`config.mk`:
```
export PLATFORM = sky130hd
export DESIGN_NAME = cnt_dis_param
export DESIGN_NICKNAME = d
export VERILOG_FILES = /design/src/rtl/cnt_dis_param.sv
export SDC_FILE = /design/constraint.sdc
export NUM_CORES = 1
export LEC_CHECK = 0
export CAP_MARGIN = 20
export CELL_PAD_IN_SITES_DETAIL_PLACEMENT = 1
export CELL_PAD_IN_SITES_GLOBAL_PLACEMENT = 2
export CORE_MARGIN = 1
export CORE_UTILIZATION = 30
export DETAILED_ROUTE_END_ITERATION = 12
export PLACE_DENSITY = 0.83
export SLEW_MARGIN = 20
export SYNTH_ARGS = -nofsm -noshare
export SYNTH_HDL_FRONTEND = slang
export SYNTH_SLANG_ARGS = --single-unit
```
`constraint.sdc`:
```
create_clock -name clk -period 3 [get_ports clk]
set_clock_uncertainty 0.2 [all_clocks]
set_input_delay 0.6 -clock clk [delete_from_list [all_inputs] [get_ports clk]]
set_output_delay 0.6 -clock clk [all_outputs]
set_load 0.01 [all_outputs]
```
`src/rtl/cnt_dis_param.sv`:
```
// cnt_dis_param: prescaled N-digit hex/BCD up/down counter with parallel load,
// wrap pulse, and a time-multiplexed common-anode seven-segment driver.
module cnt_dis_param #(
  parameter int DIGITS   = 4,
  parameter int CNT_DIV  = 50000000,
  parameter int SCAN_DIV = 100000
) (
  input  logic                clk,
  input  logic                rst,
  input  logic                en,
  input  logic                up,
  input  logic                bcd,
  input  logic                load,
  input  logic [4*DIGITS-1:0] load_val,
  input  logic                blank_lz,
  output logic [4*DIGITS-1:0] cnt,
  output logic                wrap,
  output logic [DIGITS-1:0]   an,
  output logic [6:0]          seg
);

  localparam int W  = 4 * DIGITS;
  localparam int CW = (CNT_DIV  > 1) ? $clog2(CNT_DIV)  : 1;
  localparam int SW = (SCAN_DIV > 1) ? $clog2(SCAN_DIV) : 1;
  localparam int IW = (DIGITS   > 1) ? $clog2(DIGITS)   : 1;

  localparam logic [CW-1:0] CNT_LAST  = CW'(CNT_DIV - 1);
  localparam logic [SW-1:0] SCAN_LAST = SW'(SCAN_DIV - 1);
  localparam logic [IW-1:0] IDX_LAST  = IW'(DIGITS - 1);

  logic [CW-1:0]   r_cpre;
  logic [SW-1:0]   r_spre;
  logic [IW-1:0]   r_idx;
  logic [W-1:0]    r_cnt;
  logic            r_wrap;
  logic [DIGITS-1:0] r_an;
  logic [6:0]      r_seg;

  logic            w_tick;
  logic [3:0]      w_nib [DIGITS];
  logic [W-1:0]    w_bcd_inc;
  logic [W-1:0]    w_bcd_dec;
  logic            w_cy;
  logic            w_bw;
  logic [DIGITS:0] w_hi_zero;
  logic [3:0]      w_sel_nib;
  logic            w_blank;
  logic [DIGITS-1:0] w_an;

  // Segment glyphs, active-low {g,f,e,d,c,b,a}.
  function automatic logic [6:0] glyph(input logic [3:0] n);
    logic [6:0] s;
    case (n)
      4'h0: s = 7'h40;  4'h1: s = 7'h79;  4'h2: s = 7'h24;  4'h3: s = 7'h30;
      4'h4: s = 7'h19;  4'h5: s = 7'h12;  4'h6: s = 7'h02;  4'h7: s = 7'h78;
      4'h8: s = 7'h00;  4'h9: s = 7'h10;  4'hA: s = 7'h08;  4'hB: s = 7'h03;
      4'hC: s = 7'h46;  4'hD: s = 7'h21;  4'hE: s = 7'h06;  default: s = 7'h0E;
    endcase
    return s;
  endfunction

  for (genvar gi = 0; gi < DIGITS; gi++) begin : g_nib
    assign w_nib[gi] = r_cnt[4*gi +: 4];
  end

  assign w_tick = en && (r_cpre == CNT_LAST);

  // BCD carry/borrow ripple and "this digit and everything above is zero" chain.
  // Nibbles >= 9 are treated as 9 on the way up so illegal codes A..F wrap to 0.
  always_comb begin
    w_bcd_inc = r_cnt;
    w_bcd_dec = r_cnt;
    w_cy      = 1'b1;
    w_bw      = 1'b1;
    for (int i = 0; i < DIGITS; i++) begin
      if (w_cy) begin
        if (w_nib[i] >= 4'd9) begin
          w_bcd_inc[4*i +: 4] = 4'd0;
        end else begin
          w_bcd_inc[4*i +: 4] = w_nib[i] + 4'd1;
          w_cy = 1'b0;
        end
      end
      if (w_bw) begin
        if (w_nib[i] == 4'd0) begin
          w_bcd_dec[4*i +: 4] = 4'd9;
        end else begin
          w_bcd_dec[4*i +: 4] = w_nib[i] - 4'd1;
          w_bw = 1'b0;
        end
      end
    end
    w_hi_zero = '0;
    w_hi_zero[DIGITS] = 1'b1;
    for (int i = DIGITS - 1; i >= 0; i--) begin
      w_hi_zero[i] = w_hi_zero[i+1] && (w_nib[i] == 4'd0);
    end
  end

  assign w_sel_nib = w_nib[r_idx];
  assign w_blank   = blank_lz && (r_idx != '0) && w_hi_zero[r_idx];
  assign w_an      = ~(DIGITS'(1) << r_idx);

  // Count prescaler: free-runs while enabled, cleared by load so a tick follows a full period.
  always_ff @(posedge clk) begin
    if (rst) begin
      r_cpre <= '0;
    end else if (load) begin
      r_cpre <= '0;
    end else if (en) begin
      r_cpre <= w_tick ? '0 : r_cpre + CW'(1);
    end
  end

  // Counter and wrap pulse; load beats a coincident tick.
  always_ff @(posedge clk) begin
    if (rst) begin
      r_cnt  <= '0;
      r_wrap <= 1'b0;
    end else if (load) begin
      r_cnt  <= load_val;
      r_wrap <= 1'b0;
    end else if (w_tick) begin
      case ({up, bcd})
        2'b10: begin
          r_cnt  <= r_cnt + W'(1);
          r_wrap <= &r_cnt;
        end
        2'b00: begin
          r_cnt  <= r_cnt - W'(1);
          r_wrap <= ~|r_cnt;
        end
        2'b11: begin
          r_cnt  <= w_bcd_inc;
          r_wrap <= w_cy;
        end
        default: begin
          r_cnt  <= w_bcd_dec;
          r_wrap <= w_bw;
        end
      endcase
    end else begin
      r_wrap <= 1'b0;
    end
  end

  // Scan prescaler and digit index, running continuously.
  always_ff @(posedge clk) begin
    if (rst) begin
      r_spre <= '0;
      r_idx  <= '0;
    end else if (r_spre == SCAN_LAST) begin
      r_spre <= '0;
      r_idx  <= (r_idx == IDX_LAST) ? '0 : r_idx + IW'(1);
    end else begin
      r_spre <= r_spre + SW'(1);
    end
  end

  // Registered display drive from the current index and count.
  always_ff @(posedge clk) begin
    if (rst) begin
      r_an  <= '1;
      r_seg <= 7'h7F;
    end else begin
      r_an  <= w_an;
      r_seg <= w_blank ? 7'h7F : glyph(w_sel_nib);
    end
  end

  assign cnt  = r_cnt;
  assign wrap = r_wrap;
  assign an   = r_an;
  assign seg  = r_seg;

endmodule

```
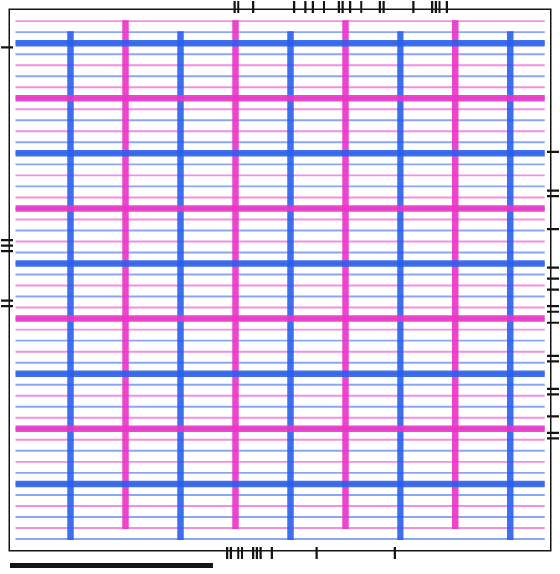
power_grid.png
The bar under the picture is 50 um long. Pins as bars on the die edge.
Key: blue = VSS; magenta = VDD
The core has 47 rows. 9 straps on met5.

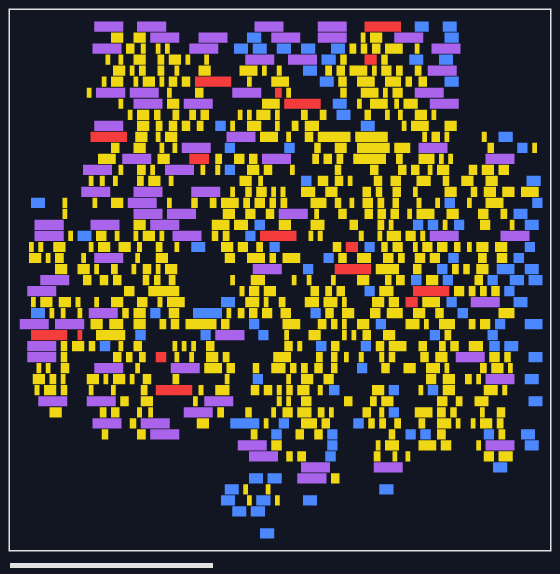
placement_by_type.png
The bar under the picture is 50 um long.
Key: blue = other buffers and delay cells [cells 109, share of their area 15%]; purple = flops [cells 73, share of their area 23%]; yellow = combinational and other logic [cells 549, share of their area 57%]; red = clock drivers and dummy loads [cells 16, share of their area 4.5%]

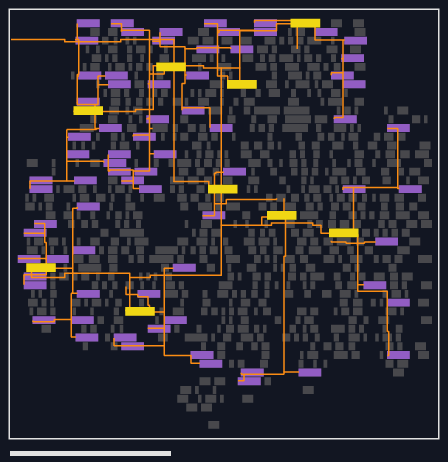
clk_routes.png
The bar under the picture is 50 um long.
Key: yellow = clock drivers [count 9]; purple = flip-flops [count 73]; orange = clock wires [length 1240 um]
Position of the flops: all over the die.

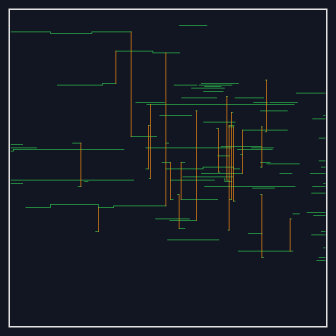
wires.png
Two of the layers only.
Key: orange = metal 4 [wire length 556 um]; green = metal 3 [wire length 996 um]
drt wl/cell: 18.7 um
routed vias: 5453

==> summary.txt <==
Implementation numbers.

- The flow ran to the end, and the final reports show no timing, DRC or antenna violations.
- The most critical hold endpoint after final layout shows a slack of roughly 250 ps.
- The area growth from synthesis to layout is 26.8%.
- Of the synthesized area, sequential elements account for 0.283.
- Looking at the clock tree report, the root buffer type is sky130_fd_sc_hd__clkbuf_16.
- The port buffer count is ~50.
- The cell-mix breakdown from Yosys lists the simple-gate area share as 0.301.
- In this run, the synthesized area fraction spent on xor and xnor cells is recorded as 0.0694.
- The via count of the first global-routing pass is approximately 5.7k.
- STA classifies the critical path endpoint as a register.
- The library cells used most frequently in the layout, excluding fill and tap cells, are sky130_fd_sc_hd__nor2_1, sky130_fd_sc_hd__dfxtp_1, sky130_fd_sc_hd__nand2_1.
- The H-tree level count is 3.
- At the placement stage, the worst setup path has a slack of -346 ps.
- The most flop-heavy register is r_cpre.
- Measured along the x axis, the die boundary spans between 100 and 150 um.
- The capture point of the worst register-to-register path is recorded as cnt[10].
- The number of sinks driven by the clock tree is around 73.
- The area fraction of the dominant cell type after synthesis is 0.283.
- The kind of cell adding the most delay to the critical path is simple AND/OR/NAND/NOR gates.
- The worst path needs ~2800 ps of the cycle, external delays included.
- The main logic family after synthesis is simple AND/OR/NAND/NOR gates.
- The initial utilization of the core area, before any placement, comes to 0.310.
- The total track usage is 0.211.
- When the netlist entered floorplanning its net count stood at roughly 700.
- The start point of the critical path is cnt[1].
- The number of cells reported by Yosys stat comes to roughly 670.
- The initial antenna violation count is 1.
- Setup repair after global routing left no endpoint under its margin.
- The cell sequence reported for the critical path is inv_1, ha_1, nor3b_1, nand2b_1, a31oi_1, or4_1, a21oi_1.
- The required time at the worst endpoint is listed as 3080 ps.
- The startpoint kind of the worst setup timing path is a register.
- Looking at the worst setup and hold paths, the clock pins of their registers show a slew of about 60 ps.
- The fraction of registers with async set or reset after synthesis is 0.
- The final layout contains 790 nets.
- The region available for standard cell placement spans between 15000 and 20000 sq um.
- The count of non-filler cells in the finished layout is 967.
- The TritonCTS clock tree is built.
- Routability-driven placement finished with a final weighted congestion of 0.957.
- The remaining max-slew budget at the tightest pin is 0.541.
- The timing report gives the worst reg2reg path a setup slack of approximately 230 ps.
- The worst reg2reg path depth is 7.
- Sorting the synthesized cells by area gives the leading types as sky130_fd_sc_hd__dfxtp_1, sky130_fd_sc_hd__ha_1, sky130_fd_sc_hd__nor2_1.
- The finished cells cover roughly 6600 sq um.
- The first global-routing pass estimated between 20000 and 30000 um of wire.
## area by class of cell
type	instances	area (sq um)	share of cell area
tap	220	275	0.0420
sequential	73	1460	0.223
clock inverter	5	38.8	0.00591
clock buffer	11	243	0.0370
multi-input combinational	523	3470	0.529
timing repair buffer	109	973	0.148
inverter	26	97.6	0.0149
## metal layers
layer,share of wire,global-route usage
met1,0.43,0.258
met2,0.48,0.352
met3,0.055,0.0498
met4,0.031,0.0922
met5,0,0
## where the power goes
part	leakage (nW)	total [mW]	internal, mW	switching [mW]
Clock	0.136	1.04	0.587	0.452
Sequential	0.595	1.03	0.998	0.0284
Combinational	1.73	0.627	0.276	0.351
## what timing repair did
action / CTS / global route
endpoints found under the setup margin: 0 / 4
gates resized: 0 / 4
setup buffers: 0 / 0
No activity file was given, so power comes from the tool's default toggle rates.
